## src/rtl/seg_scan_if.sv

```systemverilog
// seg_scan_if -- bus between a scan-driver user and seg_scan_driver.
//   slowClk   : scan-rate square wave (sampled as data by the driver)
//   value     : four hex nibbles, value[3:0] is digit 0 (rightmost)
//   load      : one-cycle strobe capturing value into the shadow register
//   an        : digit anode enables, one-hot when active
//   seg       : segments {g,f,e,d,c,b,a}
//   digit_idx : index of the digit currently selected
// master drives slowClk/value/load; slave (the driver) drives an/seg/digit_idx.
interface seg_scan_if;
    logic        slowClk;
    logic [15:0] value;
    logic        load;
    logic [3:0]  an;
    logic [6:0]  seg;
    logic [1:0]  digit_idx;

    modport master (output slowClk, value, load, input an, seg, digit_idx);
    modport slave  (input slowClk, value, load, output an, seg, digit_idx);
endinterface

```

## src/rtl/seg_scan_driver.sv

```systemverilog
// seg_scan_driver -- four-digit multiplexed seven-segment scanner.
// Each rising edge of slowClk advances to the next digit. Between digits all
// anodes are held off for BLANK_CYCLES clk100Mhz cycles to avoid ghosting.
// A shadow register takes new values at any time; it is copied to the display
// register only when the scan wraps from digit 3 to digit 0, so a frame never
// mixes two values.
// Ports:
//   clk100Mhz : system clock, every flop uses its rising edge
//   reset     : asynchronous, active-high
//   bus       : seg_scan_if.slave (slowClk, value, load in; an, seg, digit_idx out)
// Parameters:
//   BLANK_CYCLES : cycles with all anodes off between digits (1..255)
//   ACTIVE_LOW   : 1 = anodes/segments active-low, 0 = active-high
// Optional build macro:
//   SEG_LEADING_ZERO_BLANK_EN : keep digits above 0 dark when that nibble and
//                               all higher nibbles are zero.
module seg_scan_driver #(
    parameter int BLANK_CYCLES = 16,
    parameter int ACTIVE_LOW   = 1
) (
    input  logic       clk100Mhz,
    input  logic       reset,
    seg_scan_if.slave  bus
);
    typedef enum logic [1:0] {IDLE, BLANK, DRIVE} state_t;

    // XOR masks: an active-high pattern XOR these gives the output polarity,
    // and the masks themselves are the "all off" levels.
    localparam logic [3:0] AN_OFF  = (ACTIVE_LOW != 0) ? 4'hF  : 4'h0;
    localparam logic [6:0] SEG_OFF = (ACTIVE_LOW != 0) ? 7'h7F : 7'h00;
    localparam logic [7:0] BLANK_LAST = 8'(BLANK_CYCLES - 1);

    state_t      state;
    logic        sync1, sync2, hist;
    logic        scan_tick;
    logic [7:0]  blank_cnt;
    logic [1:0]  idx;
    logic [15:0] shadow, display;
    logic [3:0]  an_q;
    logic [6:0]  seg_q;
    logic [3:0]  nib;
    logic        lit;

    // Active-high {g,f,e,d,c,b,a} pattern for a hex nibble.
    function automatic logic [6:0] hex7(input logic [3:0] n);
        case (n)
            4'h0: hex7 = 7'h3F;
            4'h1: hex7 = 7'h06;
            4'h2: hex7 = 7'h5B;
            4'h3: hex7 = 7'h4F;
            4'h4: hex7 = 7'h66;
            4'h5: hex7 = 7'h6D;
            4'h6: hex7 = 7'h7D;
            4'h7: hex7 = 7'h07;
            4'h8: hex7 = 7'h7F;
            4'h9: hex7 = 7'h6F;
            4'hA: hex7 = 7'h77;
            4'hB: hex7 = 7'h7C;
            4'hC: hex7 = 7'h39;
            4'hD: hex7 = 7'h5E;
            4'hE: hex7 = 7'h79;
            default: hex7 = 7'h71;
        endcase
    endfunction

    // slowClk is asynchronous data: two sync flops, then a history flop for
    // rising-edge detection.
    always_ff @(posedge clk100Mhz or posedge reset) begin
        if (reset) begin
            sync1 <= 1'b0;
            sync2 <= 1'b0;
            hist  <= 1'b0;
        end else begin
            sync1 <= bus.slowClk;
            sync2 <= sync1;
            hist  <= sync2;
        end
    end

    assign scan_tick = sync2 & ~hist;

    always_comb begin
        nib = display[{idx, 2'b00} +: 4];
        lit = 1'b1;
`ifdef SEG_LEADING_ZERO_BLANK_EN
        // Digit 0 always shows; higher digits only if something at or above
        // them is non-zero.
        lit = (idx == 2'd0) || ((display >> {idx, 2'b00}) != 16'h0000);
`endif
    end

    always_ff @(posedge clk100Mhz or posedge reset) begin
        if (reset) begin
            state     <= IDLE;
            blank_cnt <= 8'd0;
            idx       <= 2'd3;  // so the first tick wraps to 0 and loads display
            shadow    <= 16'h0000;
            display   <= 16'h0000;
            an_q      <= AN_OFF;
            seg_q     <= SEG_OFF;
        end else begin
            if (bus.load)
                shadow <= bus.value;

            case (state)
                IDLE, DRIVE: begin
                    if (scan_tick) begin
                        state     <= BLANK;
                        blank_cnt <= 8'd0;
                        idx       <= idx + 2'd1;
                        // Non-blocking read: a coincident load lands next frame.
                        if (idx == 2'd3)
                            display <= shadow;
                    end
                end
                BLANK: begin
                    // Ticks here are deliberately ignored.
                    if (blank_cnt == BLANK_LAST)
                        state <= DRIVE;
                    else
                        blank_cnt <= blank_cnt + 8'd1;
                end
                default: state <= IDLE;
            endcase

            // Outputs follow the current state, one cycle behind it.
            if (state == DRIVE && lit) begin
                an_q  <= (4'b0001 << idx) ^ AN_OFF;
                seg_q <= hex7(nib) ^ SEG_OFF;
            end else begin
                an_q  <= AN_OFF;
                seg_q <= SEG_OFF;
            end
        end
    end

    assign bus.an        = an_q;
    assign bus.seg       = seg_q;
    assign bus.digit_idx = idx;
endmodule

```

## src/flat_wrapper.sv

```systemverilog
// flat-port wrapper written by rule: the top's interface ports become plain ports
module seg_scan_driver_flat 
#(
    parameter int BLANK_CYCLES = 16,
    parameter int ACTIVE_LOW   = 1
)
  (clk100Mhz, reset, bus_slowClk, bus_value, bus_load, bus_an, bus_seg, bus_digit_idx);
  seg_scan_if bus_i ();
  input  logic clk100Mhz;
  input  logic reset;
  input wire logic [$bits(bus_i.slowClk)-1:0] bus_slowClk;
  input wire logic [$bits(bus_i.value)-1:0] bus_value;
  input wire logic [$bits(bus_i.load)-1:0] bus_load;
  output wire logic [$bits(bus_i.an)-1:0] bus_an;
  output wire logic [$bits(bus_i.seg)-1:0] bus_seg;
  output wire logic [$bits(bus_i.digit_idx)-1:0] bus_digit_idx;
  assign bus_i.slowClk = bus_slowClk;
  assign bus_i.value = bus_value;
  assign bus_i.load = bus_load;
  assign bus_an = bus_i.an;
  assign bus_seg = bus_i.seg;
  assign bus_digit_idx = bus_i.digit_idx;
  seg_scan_driver #(.BLANK_CYCLES(BLANK_CYCLES), .ACTIVE_LOW(ACTIVE_LOW)) u_core (.clk100Mhz(clk100Mhz), .reset(reset), .bus(bus_i));
endmodule
```

## config.mk

```make
export PLATFORM = sky130hd
export DESIGN_NAME = seg_scan_driver_flat
export DESIGN_NICKNAME = d
export VERILOG_FILES = /design/src/rtl/seg_scan_if.sv /design/src/rtl/seg_scan_driver.sv /design/src/flat_wrapper.sv
export SDC_FILE = /design/constraint.sdc
export NUM_CORES = 1
export LEC_CHECK = 0
export CAP_MARGIN = 25
export CORE_ASPECT_RATIO = 1.4
export CORE_UTILIZATION = 45
export DETAILED_ROUTE_END_ITERATION = 10
export PLACE_DENSITY = 0.76
export SLEW_MARGIN = 20
export SYNTH_ARGS = -nofsm -noshare
export SYNTH_HDL_FRONTEND = slang
export SYNTH_SLANG_ARGS = --single-unit
```

## constraint.sdc

```tcl
create_clock -name clk100Mhz -period 5.4 [get_ports clk100Mhz]
set_clock_uncertainty 0.2 [all_clocks]
set_input_delay 0.81 -clock clk100Mhz [delete_from_list [all_inputs] [get_ports clk100Mhz]]
set_output_delay 0.81 -clock clk100Mhz [all_outputs]
set_load 0.01 [all_outputs]
```

I/O nets highlighted:
Bar = 20 um.
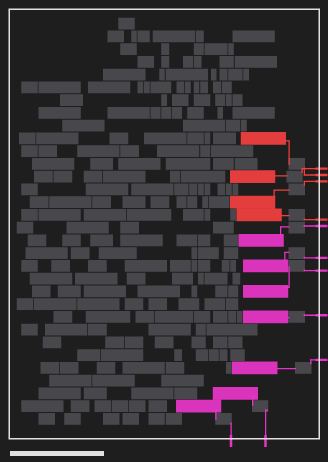
| colour | port | bits | direction | end cells | buffers | wire |
|---|---|---|---|---|---|---|
| magenta | bus_seg | 7 | output | 7 | 7 | 44.4 um |
| red | bus_an | 4 | output | 4 | 4 | 30.1 um |

A small window of the routed layout:
Bar = 10 um. Region (4, 10) to (29, 35) um. Cells in grey, sequential cells in the stronger grey; small squares are vias.
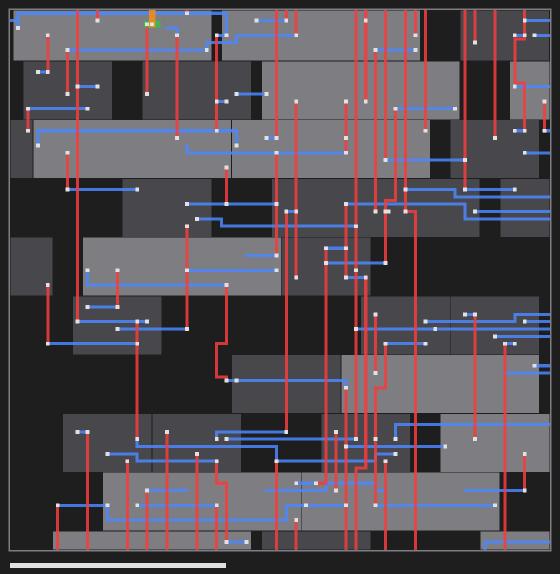
| colour | layer |
|---|---|
| blue | metal 1 |
| orange | metal 4 |
| red | metal 2 |
| green | metal 3 |
sequential cells in the window: 10
most frequent: mux2_2 (12), dfrtp_1 (10), clkbuf_8 (2)
netlist names of flops here include: u_core.display (5), u_core.shadow (5)
cells with their middle in the window: 26

Routing congestion map:
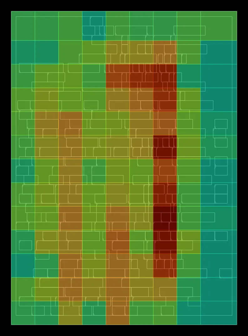
GR Util All Layers: 17.89%
DR WL/cell: 14.33 um

Sequential cells grouped by signal name:
Bar = 20 um.
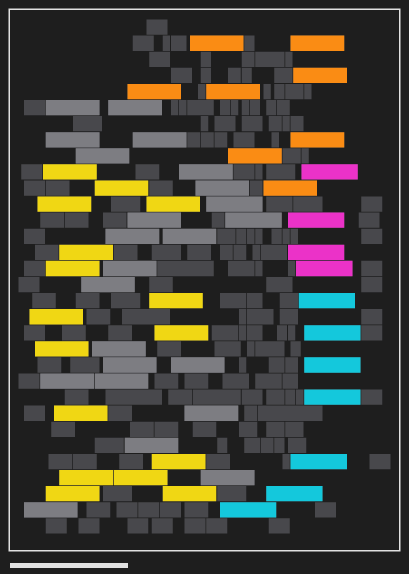
| colour | name in the netlist | flops |
|---|---|---|
| yellow | u_core.shadow | 16 |
| magenta | u_core.bus.an | 4 |
| cyan | u_core.bus.seg | 7 |
| orange | u_core.blank_cnt | 8 |
not coloured: 23

Logic cells by family:
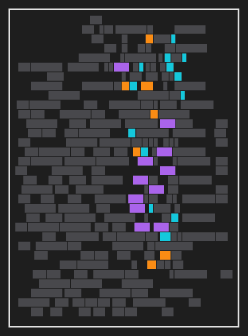
| colour | family | cells |
|---|---|---|
| orange | and/or cells | 7 |
| cyan | nor cells | 13 |
| purple | fa/ha/maj cells | 11 |

==> impl_metrics.toml <==
# implementation run metrics
[status]
status = "completed"

[timing]
setup_slack_ns = 2.823
setup_viol = 0
finalCritPeriodShare_pct = 47.73
min_period_ns = 2.577
setup_tns_ns = 0
hold_slack_ns = 0.1482
worst_pin_slew_ns = 0.7322

[clock_tree]
holdBufCountCts = 0
clkTransAtPathRegs_ns = 0.06
htreeDepth = 3
postCtsSetupBuffers = 0
ctsResizeCount = 0
clock_latency_ns = 0.34
cts_buffers = 9
numClockSinks = 58

[die]
floorplan.rows = 32
io-pin-count = 33
chipArea_um2 = 6007
core-area_um2 = 5485
initial_utilization_pct = 46.74

[logic_synthesis]
mux_share_pct = 19.03
ys_seq_share_pct = 57.25
ys_sh_aoi_pct = 5.564
ys_cells = 189
top_area_cell = "dfrtp_1"
top_cell_area_share_pct = 43.92
xor_share_pct = 1.367
ys_area_um2 = 2564
synthCells = 189
syn_area_um2 = 2564
top_cells_by_count = "dfrtp_1 (45), mux2_2 (32), nand2_1 (14)"
syn_area_per_cell_um2 = 13.56
ys_ff = 58
yosys_most_used_dff = "dfrtp_1"
synth.most_common_cell = "dfrtp_1"

[final_layout]
inv_count = 8
flop_area_um2 = 1468
n_fill_cell = 441
sh_comb_area_pct = 32.64
nets = 258
fin_area_um2 = 3139
dominant_cells = "sequential cells"
final-clk-cell-share_pct = 6.497
antennaDiodeCount = 0
seq_cell_count = 58
buf_share_pct = 10.44
buffers_excl_clock = 33
seq_area_share_pct = 46.75
drive_above_1_share_pct = 29.44
fin_util_pct = 57.23
mostFrequentLayoutCells = "dfrtp_1 (45), mux2_2 (32), clkdlybuf4s50_1 (32), nand2_1 (14), dfstp_2 (13)"

[global_route]
antenna_found_initial = 0
grt_overflow_total = 0
grt_pass1_wl_mm = 7.748

[power_and_ir_drop]
ir_worst_vdd_mv = 0.2450
swShare_pct = 31.58
finalPower_mw = 1.478
power_density_nw_per_um2 = 470.9
p_seq_share_pct = 41.7
maxPowerGroup = "sequential cells"
p_comb_share_pct = 30.7
pwr-share-clk_pct = 27.6
power_clock_uw = 408
internal_power_mw = 1.012
p_leak_nw = 1.346
p_sw_uw = 466.9

[route]
vias = 1602
vias_per_cell = 5.358
drt_wl_total_mm = 4.285
dr.pass1.iters = 4
drc = 0

[placed_design]
pre_cts_slack_ns = 2.868
place_inst = 284
port_buffers = 32

[setup_path]
cp_cell_sequence = "clkdlybuf4s50_1"
cp.arrival_ns = 1.57
crit_type = "flop to output port"
cp-start-kind = "flop"

[job]
max_cap_violations = 0
## routing by layer
metal	vias up	track usage (%)	part of all wire, %
met5	-	0	0
met4	0	12.86	3.8
met3	14	5.025	3.4
met2	43	27.47	52
met1	793	20.92	41
li1	752	-	-
## worst paths after layout
kind | start | end | slack [ns] | cells after the start
max | u_core.bus.digit_idx[0] | bus_digit_idx[0] | 2.82 | 1
min | u_core.sync1 | u_core.sync2 | 0.15 | 0
max reg2reg | u_core.bus.digit_idx[0] | u_core.bus.seg[1] | 2.90 | 6
min reg2reg | u_core.sync1 | u_core.sync2 | 0.15 | 0
max in group asynchronous | reset | u_core.shadow[0] | 3.76 | 3
min in group asynchronous | reset | u_core.blank_cnt[0] | 0.78 | 3
No activity file was given, so power comes from the tool's default toggle rates.
